==> src/rtl/pipe_pkg.sv <==
// Shared widths, ALU op encodings and the control bundle used by the
// pipeline registers of the 5-stage datapath.
package pipe_pkg;

    localparam int DATA_W  = 32;
    localparam int REG_AW  = 5;
    localparam int ALUOP_W = 4;

    typedef enum logic [ALUOP_W-1:0] {
        ALU_ADD  = 4'h0,
        ALU_SUB  = 4'h1,
        ALU_AND  = 4'h2,
        ALU_OR   = 4'h3,
        ALU_XOR  = 4'h4,
        ALU_SLL  = 4'h5,
        ALU_SRL  = 4'h6,
        ALU_SRA  = 4'h7,
        ALU_SLT  = 4'h8,
        ALU_SLTU = 4'h9
    } alu_op_e;

    typedef struct packed {
        logic [ALUOP_W-1:0] alu_op;
        logic               alu_src;
        logic               mem_read;
        logic               mem_write;
        logic               reg_write;
        logic               mem_to_reg;
        logic               branch;
    } ctrl_t;

    // A NOP never writes a register or memory, so its control is all zero.
    localparam ctrl_t NOP_CTRL = '0;

endpackage

==> src/rtl/pipe_field_reg.sv <==
// Width-parameterised pipeline field register: async reset, hold enable,
// synchronous clear. Clear takes priority over hold so a flush can squash a stalled stage.
module pipe_field_reg #(
    parameter int W = 1
) (
    input  logic         clk,
    input  logic         rst,
    input  logic         hold,
    input  logic         clear,
    input  logic [W-1:0] d,
    output logic [W-1:0] q
);

    always_ff @(posedge clk or posedge rst) begin
        if (rst) begin
            q <= '0;
        end else if (clear) begin
            q <= '0;
        end else if (!hold) begin
            q <= d;
        end
    end

endmodule

==> src/rtl/id_ex_pipe_reg.sv <==
// ID/EX pipeline register with stall, bubble and flush handling plus a
// saturating count of inserted NOPs for performance debug.
module id_ex_pipe_reg
    import pipe_pkg::*;
#(
    parameter int DATA_W  = pipe_pkg::DATA_W,
    parameter int REG_AW  = pipe_pkg::REG_AW,
    parameter int ALUOP_W = pipe_pkg::ALUOP_W,
    parameter int CNT_W   = 16
) (
    input  logic               clk,
    input  logic               rst,
    input  logic               stall,
    input  logic               bubble,
    input  logic               flush,
    input  logic               id_valid,
    input  logic [DATA_W-1:0]  id_pc,
    input  logic [DATA_W-1:0]  id_rs1_data,
    input  logic [DATA_W-1:0]  id_rs2_data,
    input  logic [DATA_W-1:0]  id_imm,
    input  logic [REG_AW-1:0]  id_rs1,
    input  logic [REG_AW-1:0]  id_rs2,
    input  logic [REG_AW-1:0]  id_rd,
    input  logic [ALUOP_W-1:0] id_alu_op,
    input  logic               id_alu_src,
    input  logic               id_mem_read,
    input  logic               id_mem_write,
    input  logic               id_reg_write,
    input  logic               id_mem_to_reg,
    input  logic               id_branch,
    output logic               ex_valid,
    output logic [DATA_W-1:0]  ex_pc,
    output logic [DATA_W-1:0]  ex_rs1_data,
    output logic [DATA_W-1:0]  ex_rs2_data,
    output logic [DATA_W-1:0]  ex_imm,
    output logic [REG_AW-1:0]  ex_rs1,
    output logic [REG_AW-1:0]  ex_rs2,
    output logic [REG_AW-1:0]  ex_rd,
    output logic [ALUOP_W-1:0] ex_alu_op,
    output logic               ex_alu_src,
    output logic               ex_mem_read,
    output logic               ex_mem_write,
    output logic               ex_reg_write,
    output logic               ex_mem_to_reg,
    output logic               ex_branch,
    output logic [CNT_W-1:0]   nop_count
);

    logic load_nop;
    logic hold;

    // Flush beats stall; stall beats bubble.
    assign load_nop = flush | (bubble & ~stall);
    assign hold     = stall & ~flush;

    logic [4*DATA_W-1:0] data_q;
    logic [3*REG_AW-1:0] idx_q;
    ctrl_t               ctrl_d;
    ctrl_t               ctrl_q;

    assign ctrl_d = '{alu_op:     id_alu_op,
                      alu_src:    id_alu_src,
                      mem_read:   id_mem_read,
                      mem_write:  id_mem_write,
                      reg_write:  id_reg_write,
                      mem_to_reg: id_mem_to_reg,
                      branch:     id_branch};

    pipe_field_reg #(.W(4*DATA_W)) u_data (
        .clk   (clk),
        .rst   (rst),
        .hold  (hold),
        .clear (load_nop),
        .d     ({id_pc, id_rs1_data, id_rs2_data, id_imm}),
        .q     (data_q)
    );

    pipe_field_reg #(.W(3*REG_AW)) u_idx (
        .clk   (clk),
        .rst   (rst),
        .hold  (hold),
        .clear (load_nop),
        .d     ({id_rs1, id_rs2, id_rd}),
        .q     (idx_q)
    );

    pipe_field_reg #(.W($bits(ctrl_t))) u_ctrl (
        .clk   (clk),
        .rst   (rst),
        .hold  (hold),
        .clear (load_nop),
        .d     (ctrl_d),
        .q     (ctrl_q)
    );

    pipe_field_reg #(.W(1)) u_valid (
        .clk   (clk),
        .rst   (rst),
        .hold  (hold),
        .clear (load_nop),
        .d     (id_valid),
        .q     (ex_valid)
    );

    assign {ex_pc, ex_rs1_data, ex_rs2_data, ex_imm} = data_q;
    assign {ex_rs1, ex_rs2, ex_rd}                   = idx_q;
    assign ex_alu_op     = ctrl_q.alu_op;
    assign ex_alu_src    = ctrl_q.alu_src;
    assign ex_mem_read   = ctrl_q.mem_read;
    assign ex_mem_write  = ctrl_q.mem_write;
    assign ex_reg_write  = ctrl_q.reg_write;
    assign ex_mem_to_reg = ctrl_q.mem_to_reg;
    assign ex_branch     = ctrl_q.branch;

    always_ff @(posedge clk or posedge rst) begin
        if (rst) begin
            nop_count <= '0;
        end else if (load_nop && (nop_count != {CNT_W{1'b1}})) begin
            nop_count <= nop_count + 1'b1;
        end
    end

endmodule

==> config.mk <==
export PLATFORM = sky130hd
export DESIGN_NAME = id_ex_pipe_reg
export DESIGN_NICKNAME = d
export VERILOG_FILES = /design/src/rtl/pipe_pkg.sv /design/src/rtl/pipe_field_reg.sv /design/src/rtl/id_ex_pipe_reg.sv
export SDC_FILE = /design/constraint.sdc
export NUM_CORES = 1
export LEC_CHECK = 0
export CAP_MARGIN = 10
export CORE_ASPECT_RATIO = 1.4
export CORE_MARGIN = 4
export CORE_UTILIZATION = 29
export DETAILED_ROUTE_END_ITERATION = 16
export GPL_TIMING_DRIVEN = 0
export PLACE_DENSITY = 0.74
export SYNTH_ARGS = -nofsm -noshare
export SYNTH_HDL_FRONTEND = slang
export SYNTH_SLANG_ARGS = --single-unit
==> constraint.sdc <==
create_clock -name clk -period 7.9 [get_ports clk]
set_clock_uncertainty 0.05 [all_clocks]
set_input_delay 1.58 -clock clk [delete_from_list [all_inputs] [get_ports clk]]
set_output_delay 1.58 -clock clk [all_outputs]
set_load 0.05 [all_outputs]
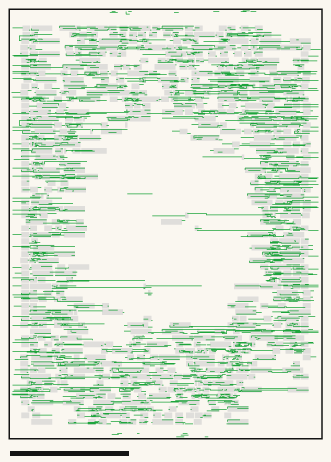
*Met1 routing, run 1*
The bar under the picture is 50 um long.
The layer carries 7,410 um of wire. The longest straight run is 40.0 um. 810 nets have wire on it. The layer holds 38% of the routed length. The wires run mostly horizontal.

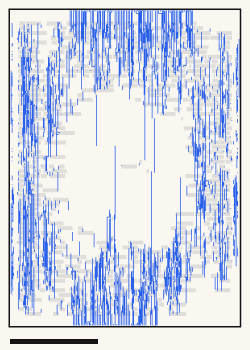
*Met2 routing, run 1*
The bar under the picture is 50 um long.
The longest straight run is 66.3 um. The layer holds 51% of the routed length.
GR Layer Usage met2: 29.05%
total via count after detailed routing: 4,964
drt total wl: 19,250 um

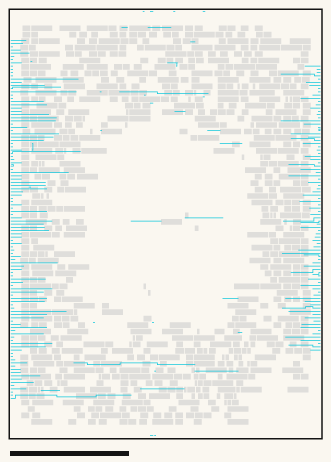
*M3 wires, run 1*
The bar under the picture is 50 um long.
The wires run mostly horizontal. The layer carries 1,550 um of wire. 215 nets have wire on it.

==> run notes, run 1 <==
The run has ended; figures from its reports follow.

Grouping stages by cell kind, the critical path spends the most delay in buffers and inverters. Setup repair after global routing left no endpoint under its margin. Final hold analysis gives a worst-case slack of 451.5 ps. The number of levels the H-tree was split into came out at 4. The power density of the placed cells is 228.7 nW/um^2.

The register clock-pin slew on the reported worst setup and hold paths is 70 ps. Of the combinational cells, the family taking the most area is AND-OR/OR-AND gates. The share of the synthesized netlist area taken by xor and xnor gates came out at 2.134%. The filler cell count in the final layout is 1,784. The fraction of the mapped netlist area in compound gates came out at 22.03%. The number of cells on the worst hold path came out at 1. The static leakage is 4.572 nW. The total of endpoints with negative setup slack in the final report is 0. The final worst-path cycle share came out at 44.06%.

The largest fanout on the critical path is 10. The aggregate global-route resource usage came out at 16.55%. The worst register-to-register path has a depth of 5.

The transition time at the pin with the least slew margin is 731.4 ps. IR analysis of the VDD net gives a maximum drop of 0.1355 mV. The CTS tree is done. The number of buffers added to fix hold violations after cts is 0. The maximum number of buffers from clock root to sink came out at 2. The part of the Yosys area used for sequential elements is 69.09%.

STA reports a reg2reg setup slack of 5940 ps. The chip footprint is 23,660 um^2. The relative area change from synthesis to final layout came out at 69.01%.

The flow ran to the end, and the final reports show no timing, DRC or antenna violations. The wire length of the first global-routing pass is 30,760 um. The worst path setup slack after routing is 4420 ps. The share of layout cells above drive strength 1 came out at 5.556%. The boundary pin count came out at 329. The flip-flop and latch count after synthesis came out at 170. The arrival time reported for the critical path endpoint came out at 3790 ps. The sum of buffers and inverters on the critical path came out at 4. The endpoint identified for the worst register-to-register timing path is nop_count[1]$_DFFE_PP0P_. The timing report gives the biggest stage delay along the critical path as 560 ps. The diode insertion count for antenna repair is 0. The minimum setup slack after placement is 3819 ps. According to the timing report, the critical path is launched from stall.

The worst-case headroom to the max-slew limit is 51.24%. The cell count in the Yosys report came out at 413. Among all stages on the critical path, the largest delay is contributed by clkbuf_1. The classification of the worst-slack hold path is register to register. The last element of the critical path is u_data.q[80]$_DFFE_PP0P_. The core utilization before placement came out at 29.73%. The highest attainable clock frequency is 0.2873 GHz. The number of global-route vias before repair came out at 5,508. The initial antenna violation count was 0. Listed in order, past its start point the critical path passes clkdlybuf4s50_1 > nor2b_1 > clkbuf_1 > buf_2 > buf_1 > a22o_1.

The area of all placed cells without fillers is 10,410 um^2. Counting the warning lines in the Yosys log gives 0.
==> run 1: sequential cells by signal, summed over array words and instances, names as in the netlist <==
signal,flops
u_ctrl.q,10
u_valid.q,1
u_data.q,128
nop_count,16
u_idx.q,15
==> run 1: worst min path at each step <==
stage | end | from | slack (ps)
after floorplan | nop_count[15]$_DFFE_PP0P_ | nop_count[15]$_DFFE_PP0P_ | 740
after global placement | u_data.q[82]$_DFFE_PP0P_ | u_data.q[82]$_DFFE_PP0P_ | 440
after detailed placement | u_data.q[93]$_DFFE_PP0P_ | u_data.q[93]$_DFFE_PP0P_ | 440
after CTS | u_data.q[109]$_DFFE_PP0P_ | u_data.q[109]$_DFFE_PP0P_ | 460
after global routing | u_data.q[51]$_DFFE_PP0P_ | u_data.q[51]$_DFFE_PP0P_ | 460
final | u_data.q[51]$_DFFE_PP0P_ | u_data.q[51]$_DFFE_PP0P_ | 450
==> run 1: layer usage <==
layer,global-route usage [%],up-vias,part of all wire [%]
met5,0,-,0
met2,29.05,246,51
met3,6.676,28,8.1
met1,17.92,2396,38
li1,-,2294,-
met4,6.263,0,2.6
==> run 1: cells in the final DEF (no fill, tap or decap), types with 5 or more instances in the layout <==
cell type | netlist | final
clkdlybuf4s50_1 | 0 | 328
dfrtp_1 | 170 | 170
a22o_1 | 154 | 154
clkbuf_1 | 20 | 20
clkbuf_16 | 0 | 17
xor2_1 | 15 | 15
buf_1 | 12 | 12
inv_6 | 0 | 7
nor3_1 | 6 | 6
nand3_1 | 5 | 5
==> run 1: cells in the mapped netlist <==
library cell / count / area share, %
and4bb_2: 1 / 0.20
and3_1: 1 / 0.10
nor4_4: 1 / 0.35
nor3b_1: 1 / 0.12
nor4b_1: 3 / 0.43
clkbuf_1: 20 / 1.2
ha_1: 1 / 0.20
nand2_1: 2 / 0.12
nand3_1: 5 / 0.41
nor2_1: 3 / 0.18
mux2_1: 1 / 0.18
xor2_1: 15 / 2.1
nor4_1: 3 / 0.30
buf_1: 12 / 0.73
nor4b_2: 1 / 0.24
nand4_4: 1 / 0.35
nand4_1: 3 / 0.30
or3_4: 1 / 0.18
nor2b_1: 2 / 0.20
o21bai_1: 1 / 0.12
dfrtp_1: 170 / 69
inv_1: 1 / 0.061
a22o_1: 154 / 22
buf_2: 2 / 0.16
or2_2: 1 / 0.10
nor3_1: 6 / 0.49
nor2_2: 1 / 0.10
==> run 1: stage by stage <==
step / util (%) / power, mW / instances
finish: 50.24 / 2.380 / 1030
global route: 50.24 / 2.476 / 1030
CTS: 50.24 / 2.410 / 1030
detailed placement: 47.29 / 1.524 / 998
global placement: 47.12 / 1.516 / 997
floorplan: - / 1.283 / 413
==> run 1: power breakdown <==
part	switching (mW)	leakage, nW	internal (mW)
combinational	0.311	1.98	0.207
sequential	0.0603	2.29	0.925
clock	0.372	0.296	0.504
==> run 1: cell type report <==
type	instances	area, um^2	share of cell area (%)
inverters	1	11.26	0.1082
well taps	256	320.3	3.078
plain buffers	34	130.1	1.250
clock inverters	15	185.2	1.779
flip-flops and latches	170	4254	40.88
repair buffers	329	3311	31.81
multi-input cells	208	1769	17.00
clock buffers	17	425.4	4.088
### Met4 routing, run 1

The bar under the picture is 50 um long.
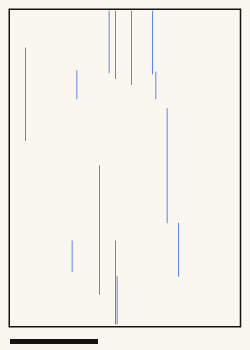

==> inputs of run 2 (changes only) <==
--- a/config.mk
+++ b/config.mk
@@ -11,7 +11,7 @@
 export CORE_UTILIZATION = 29
 export DETAILED_ROUTE_END_ITERATION = 16
 export GPL_TIMING_DRIVEN = 0
-export PLACE_DENSITY = 0.74
+export PLACE_DENSITY = 0.77
 export SYNTH_ARGS = -nofsm -noshare
 export SYNTH_HDL_FRONTEND = slang
 export SYNTH_SLANG_ARGS = --single-unit
==> constraint.sdc (replaced) <==
create_clock -name clk -period 3 [get_ports clk]
set_clock_uncertainty 0.05 [all_clocks]
set_input_delay 0.6 -clock clk [delete_from_list [all_inputs] [get_ports clk]]
set_output_delay 0.6 -clock clk [all_outputs]
set_load 0.05 [all_outputs]
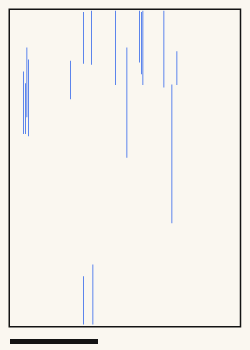
*Met4 routing, run 2*
The bar under the picture is 50 um long.
The wires run mostly vertical. 15 nets have wire on it. The layer holds 3.3% of the routed length. The layer carries 643 um of wire.

==> run 2 against run 1 <==
  * Clock power went up to 2.6 times the previous value
  * Worst hold slack worse by 2.3 ps
  * Die area stayed put
  * Sequential cell count stayed put
  * Power went up to 2.6 times the previous value
  * Largest cell class unchanged
  * Largest power group unchanged
==> run notes, run 2 <==
The run has ended; figures from its reports follow.

The share of layout cells above drive strength 1 came out at 5.792% (+0.24 points). Sorting the synthesized cells by area gives the leading types as dfrtp_1, a22o_1, xor2_1, clkbuf_1, buf_1. The Yosys warning count is 0 (unchanged).

The worst-case headroom to the max-slew limit came out at 52.88% (+1.6 points). The number of enable flip-flop cells came out at 0 (unchanged). The number of global-route vias before repair came out at 5,410 (-1.8%). The transition time at the pin with the least slew margin is 706.8 ps (-24.61 ps). Per the cell usage report, the commonest logic cell in the layout is clkdlybuf4s50_1. The largest registers in the layout are u_data.q x128, nop_count x16, u_idx.q x15. The aggregate global-route resource usage was 16.43% (-0.11 points). The flow ran to the end, and the final reports show no timing, DRC or antenna violations.

The total number of clock tree sinks came out at 170. u_data.q holds more flip-flops than any other register. The tool warning count is 26.

The number of placed cells counting well taps is 1,001 (+0.30%). The highest attainable clock frequency is 0.3990 GHz. The worst hold margin came to 449.2 ps (-2.263 ps). In this run the worst hold path is classified as primary input to async pin. The minimum setup slack after placement was -67.20 ps (-3886 ps). The final timing summary puts the cycle share of the worst path at 83.55%. The maximum VDD drop came to 0.3617 mV (+170%). The largest fanout on the critical path is 10 (unchanged). Setup repair after global routing left no endpoint under its margin. The maximum number of buffers from clock root to sink is 2 (unchanged). The synthesis report names the predominant flop master as dfrtp_1. The cell count in the Yosys report is 413 (unchanged). The final instance count without filler cells came out at 1,033 (+0.29%). The number of levels the H-tree was split into came out at 4 (unchanged). TritonCTS built the clock tree. Leaving out fill and tap cells, the most frequent cells in the layout are clkdlybuf4s50_1, dfrtp_1, a22o_1. The initial antenna violation count came out at 0 (unchanged). The commonest cells after synthesis are dfrtp_1, a22o_1, clkbuf_1, xor2_1, buf_1.

The worst path setup slack after routing came to 493.6 ps (-3926 ps). The power density of the placed cells is 594.8 nW/um^2 (+160%). The boundary pin count came out at 329 (unchanged). The arrival time reported for the critical path endpoint came out at 2810 ps (-980 ps). The fraction of synthesized cell area taken by the top area cell type is 69.09% (unchanged).

The placed wire-length estimate after detailed placement is 14,840 um. The part of the Yosys area used for sequential elements came out at 69.09% (unchanged). The core utilization before placement is 29.73% (unchanged). The number of buffers added to fix hold violations after cts came out at 0 (unchanged). The relative area change from synthesis to final layout is 69.80%. The diode insertion count for antenna repair came out at 0 (unchanged). The filler cell count in the final layout is 1,774 (-0.56%). The total of cells resized after clock tree synthesis is 0. The chip footprint is 23,660 um^2 (unchanged). The wire length of the first global-routing pass came out at 30,530 um (-0.76%).

The fraction of registers with async set/reset came out at 100.0% (unchanged). The number of flip-flops in the largest register came out at 128 (unchanged). The most repeated cell in the gate-level netlist after synthesis is dfrtp_1. The flip-flop and latch count after synthesis came to 170 (unchanged). The total power consumption of the routed design is 6.218 mW (+160%). The final core utilization is 50.48% (+0.24 points). The static leakage came out at 4.582 nW (+0.24%). The biggest area contributor in the post-synthesis netlist is dfrtp_1. The total of endpoints with negative setup slack in the final report is 0 (unchanged). The register clock-pin slew on the reported worst setup and hold paths came out at 60 ps (about the same).

The CTS buffer count is 17.
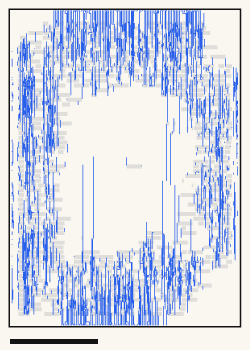
*Met2 routing, run 2*
The bar under the picture is 50 um long.
The wires run mostly vertical. The longest straight run is 64.9 um. 860 nets have wire on it.
GR Layer Usage met2: 28.70%
total via count after detailed routing: 5,068
drt total wl: 19,620 um

==> run 2: cell counts after synthesis <==
No cell type changed its count.
==> run 2: power by group <==
part / leakage [nW] / total, mW / internal, mW / switching (mW)
Sequential: 2.29 / 2.60 / 2.44 / 0.162
Clock: 0.288 / 2.24 / 1.34 / 0.903
Combinational: 2.00 / 1.38 / 0.553 / 0.823
Total: 4.58 / 6.22 / 4.33 / 1.89
==> run 2: cell families (layout without fill, tap and decap cells) <==
logic type                 after synthesis  in the layout  synth area share [%]
DFF                                    170            170                 69.09
buffers and inverters                   35            399                 2.174
AOI/OAI and AO/OA                      155            155                 22.03
and+or+nand+nor                         36             36                 4.186
xor gates and xnor gates                15             15                 2.134
muxes                                    1              1                0.1829
adders and majority gates                1              1                0.2032
==> run 2: worst paths after layout <==
path                                           from                        to  slack, ps  cells after the start
hold reg to reg            u_data.q[18]$_DFFE_PP0P_  u_data.q[18]$_DFFE_PP0P_        450                      1
setup / recovery                              flush  u_data.q[74]$_DFFE_PP0P_        490                      6
hold / removal                                  rst  u_data.q[41]$_DFFE_PP0P_        450                      2
min in group clk           u_data.q[18]$_DFFE_PP0P_  u_data.q[18]$_DFFE_PP0P_        450                      1
max in group asynchronous                       rst   u_data.q[1]$_DFFE_PP0P_       1660                      4
setup reg to reg           nop_count[0]$_DFFE_PP0P_  nop_count[1]$_DFFE_PP0P_       1040                      5
==> run 2: cell type report <==
type                    count  area [um^2]  area share (%)
repair buffers            332         3363           32.17
clock buffers              23        498.0           4.763
multi-input cells         208         1769           16.92
well taps                 256        320.3           3.064
inverters                   1        7.507         0.07180
flip-flops and latches    170         4254           40.69
clock inverters             9        112.6           1.077
plain buffers              34        130.1           1.245
==> run 2: metrics by stage <==
step	instance area [um^2]	TNS (ps)
2_1_floorplan	6161	0
3_3_place_gp	9764	-195480
3_5_place_dp	9844	-690.5
4_1_cts	10460	0
5_1_grt	10460	0
6_report	10460	0
==> run 2: layer usage <==
| layer | GRT usage [%] | wire length (um) | vias up |
|---|---|---|---|
| li1 | - | - | 2292 |
| met1 | 17.89 | 7407 | 2510 |
| met2 | 28.70 | 10090 | 230 |
| met3 | 6.006 | 1478 | 36 |
| met4 | 7.272 | 642 | 0 |
| met5 | 0 | 0 | - |
==> run 2: worst max-delay path, cell delays in order <==
cell,delay [ps]
clkdlybuf4s50_1,480
nor3_1,150
clkbuf_1,560
buf_2,360
buf_1,420
a22o_1,220
Power is estimated from default activity; no workload was simulated.
